`config.mk`:
```
export PLATFORM = sky130hd
export DESIGN_NAME = fetch_unit
export DESIGN_NICKNAME = d
export VERILOG_FILES = /design/src/rtl/fetch_unit.sv
export SDC_FILE = /design/constraint.sdc
export NUM_CORES = 1
export LEC_CHECK = 0
export ABC_CLOCK_PERIOD_IN_PS = 3100
export CAP_MARGIN = 10
export CORE_ASPECT_RATIO = 1.1
export CORE_UTILIZATION = 42
export CTS_CLUSTER_DIAMETER = 40
export DETAILED_ROUTE_END_ITERATION = 10
export PLACE_DENSITY = 0.81
export SYNTH_ARGS = -nofsm -noshare
export SYNTH_HDL_FRONTEND = slang
export SYNTH_SLANG_ARGS = --single-unit
```
`constraint.sdc`:
```
create_clock -name clk -period 3.1 [get_ports clk]
set_input_delay 0.62 -clock clk [delete_from_list [all_inputs] [get_ports clk]]
set_output_delay 0.62 -clock clk [all_outputs]
set_load 0.02 [all_outputs]
```
`src/rtl/fetch_unit.sv`:
```
// Instruction fetch stage: owns the PC, issues one imem read per fetch phase,
// stalls the phase counter while the read is outstanding, and advances the PC on commit.
module fetch_unit #(
  parameter int              XLEN     = 32,
  parameter logic [XLEN-1:0] RESET_PC = '0
) (
  input  logic            clk,
  input  logic            rst,
  input  logic            phase_fetch,
  input  logic            phase_commit,
  input  logic            branch_taken,
  input  logic [XLEN-1:0] branch_target,
  output logic            imem_req,
  output logic [XLEN-1:0] imem_addr,
  input  logic            imem_ack,
  input  logic [31:0]     imem_rdata,
  input  logic            imem_err,
  output logic [31:0]     instr,
  output logic            instr_valid,
  output logic [XLEN-1:0] pc,
  output logic            stall,
  output logic            fault
);

  localparam logic [31:0] NOP = 32'h0000_0013;

  typedef enum logic [1:0] {
    IDLE  = 2'd0,
    REQ   = 2'd1,
    HOLD  = 2'd2,
    FAULT = 2'd3
  } state_t;

  state_t          state_q, state_d;
  logic            phase_fetch_q, phase_commit_q;
  logic [XLEN-1:0] pc_q, pc_d;
  logic [31:0]     instr_q, instr_d;
  logic            instr_valid_q, instr_valid_d;
  logic            fault_q, fault_d;
  logic            fetch_rise, commit_rise;
  logic [XLEN-1:0] next_pc;

  // Sequential successor or branch target; the add wraps modulo 2^XLEN.
  function automatic logic [XLEN-1:0] calc_next_pc(
    input logic [XLEN-1:0] cur,
    input logic            taken,
    input logic [XLEN-1:0] target
  );
    if (taken) begin
      return target;
    end
    return cur + XLEN'(4);
  endfunction

  function automatic logic is_misaligned(
    input logic            taken,
    input logic [XLEN-1:0] target
  );
    return taken && (target[1:0] != 2'b00);
  endfunction

  assign fetch_rise  = phase_fetch & ~phase_fetch_q;
  assign commit_rise = phase_commit & ~phase_commit_q;
  assign next_pc     = calc_next_pc(pc_q, branch_taken, branch_target);

  always_comb begin
    state_d       = state_q;
    pc_d          = pc_q;
    instr_d       = instr_q;
    instr_valid_d = instr_valid_q;
    fault_d       = fault_q;
    case (state_q)
      IDLE: begin
        if (fetch_rise) begin
          state_d = REQ;
        end
      end
      REQ: begin
        if (imem_ack) begin
          if (imem_err) begin
            fault_d = 1'b1;
            state_d = FAULT;
          end else begin
            instr_d       = imem_rdata;
            instr_valid_d = 1'b1;
            state_d       = HOLD;
          end
        end
      end
      HOLD: begin
        if (commit_rise) begin
          if (is_misaligned(branch_taken, branch_target)) begin
            fault_d = 1'b1;
            state_d = FAULT;
          end else begin
            pc_d          = next_pc;
            instr_valid_d = 1'b0;
            state_d       = IDLE;
          end
        end
      end
      FAULT: begin
        state_d = FAULT;
      end
      default: begin
        state_d = IDLE;
      end
    endcase
  end

  always_ff @(posedge clk or posedge rst) begin
    if (rst) begin
      state_q        <= IDLE;
      phase_fetch_q  <= 1'b0;
      phase_commit_q <= 1'b0;
      pc_q           <= RESET_PC;
      instr_q        <= NOP;
      instr_valid_q  <= 1'b0;
      fault_q        <= 1'b0;
    end else begin
      state_q        <= state_d;
      phase_fetch_q  <= phase_fetch;
      phase_commit_q <= phase_commit;
      pc_q           <= pc_d;
      instr_q        <= instr_d;
      instr_valid_q  <= instr_valid_d;
      fault_q        <= fault_d;
    end
  end

  // A fetch level present during reset must not show up as stall until release.
  assign stall       = ~rst & (fetch_rise | (state_q == REQ) | (state_q == FAULT));
  assign imem_req    = (state_q == REQ);
  assign imem_addr   = pc_q;
  assign pc          = pc_q;
  assign instr       = instr_q;
  assign instr_valid = instr_valid_q;
  assign fault       = fault_q;

endmodule

```
Signal wires on met1:
Scale bar: 20 um. Supply wires on this layer in grey.
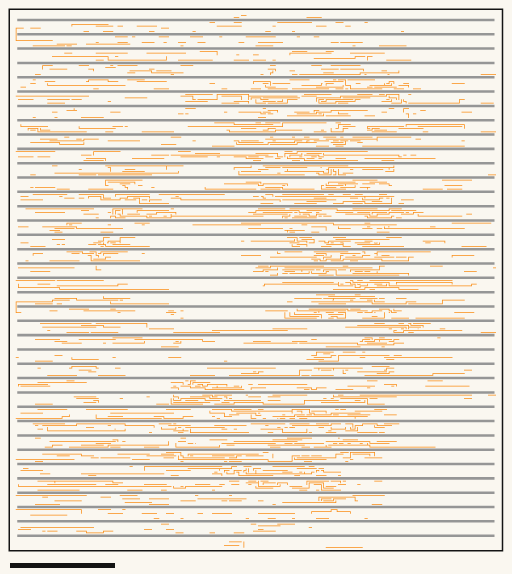
longest straight run	29.0 um
wire length on this layer	4470 um
share of all routed wire	39%

Met2 routing:
Scale bar: 20 um.
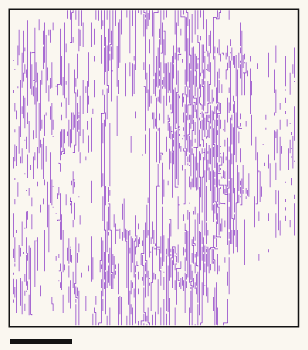
nets with wire on the layer	536
main direction	vertical
wire length on this layer	5480 um
longest straight run	41.8 um

==> reports/metrics.yaml <==
status:
  status: "finished, final reports clean"
clock_network:
  cts_root_buf: "clkbuf_8"
  cts_max_path_buffers: 2
power_and_ir_drop:
  top_power_group: "combinational cells"
  pwr-share-seq: 0.349
  p_per_area_mw_per_mm2: 854
  p_seq_mw: 1.70
  static-leakage-power_nw: 2.25
  sw_frac_of_total: 0.394
  power_frac_comb: 0.478
  ir_drop_uv: 594
  power.internal_mw: 2.95
drt:
  routed.top_layer: "met4"
  routed_wl_um: 11300
  route.met2.wl_um: 5480
  antenna_left: 0
critical_path:
  rr_worst_depth: 5
  cpMaxStageDelayCell: "clkdlybuf4s50_1"
  critPathTopFamily: "buffers and inverters"
  cpMostUsedCell: "clkdlybuf4s50_1"
  cp-start-kind: "input port"
  path_cells: "clkdlybuf4s50_1, a21oi_1, nor2_1, clkdlybuf4s50_1"
  setup.worst_path.end_class: "output pin"
  crit_cells: 4
  crit_buf_inv: 2
  r2r_slack_ps: 770
  rr_endpoint: "imem_addr[30]$_DFFE_PP0P_"
  cp-startpoint: "phase_fetch"
  slowest_delay_ps: 600
  cp-endpoint: "stall"
logic_synthesis:
  logic_family: "simple AND/OR/NAND/NOR gates"
  adder_share: 0.00324
  ys_area_mm2: 0.00386
  yosys.area.top_type: "dfrtp_1"
  ys_cells: 384
  top_cells_by_count: "dfrtp_1, buf_4, mux2_2, a21oi_1, nand3_1"
  netlist_area_mm2: 0.00386
  syn_area_per_cell_um2: 10.0
  flop_cell: "dfrtp_1"
  async_reset_ff_frac: 1.00
  syn_inst: 384
finish:
  n_fill_cell: 712
  post-route-util: 0.644
  final_nets: 592
  drive_gt1_frac: 0.135
  seq_share: 0.307
  fin_area_mm2: 0.00571
  comb_share: 0.303
  synthToLayoutAreaGrowth_pct: 48.0
  layout_top_cells: "clkdlybuf4s50_1, dfrtp_1, mux2_2, a21oi_1, nand3_1"
  seq_cell_count: 70
placement:
  dp_cells: 623
  routabilityCongestion: 0.903
  pre_cts_ws_ps: 386
floorplan:
  ios: 171
  die_h_um: 103
  die_w_um: 93.4
  tap_cells: 114
timing:
  finalCritPeriodShare: 0.813
  rsz0062_at_grt: "false"
  fin_tns_setup_ps: 0
  worstMarginPinSlew_ps: 863
  slew_headroom: 0.420
hold_path:
  min_to: "instr[15]$_DFFE_PP0P_"
  hold_path.class: "reg -> reg"
flow_run:
  warning_count: 26
grt:
  grt.met3_usage: 0.0885
  antenna_found_initial: 0
  grt_max_degree: 41
  grt_pass1_wl_um: 18400
No activity file was given, so power comes from the tool's default toggle rates.
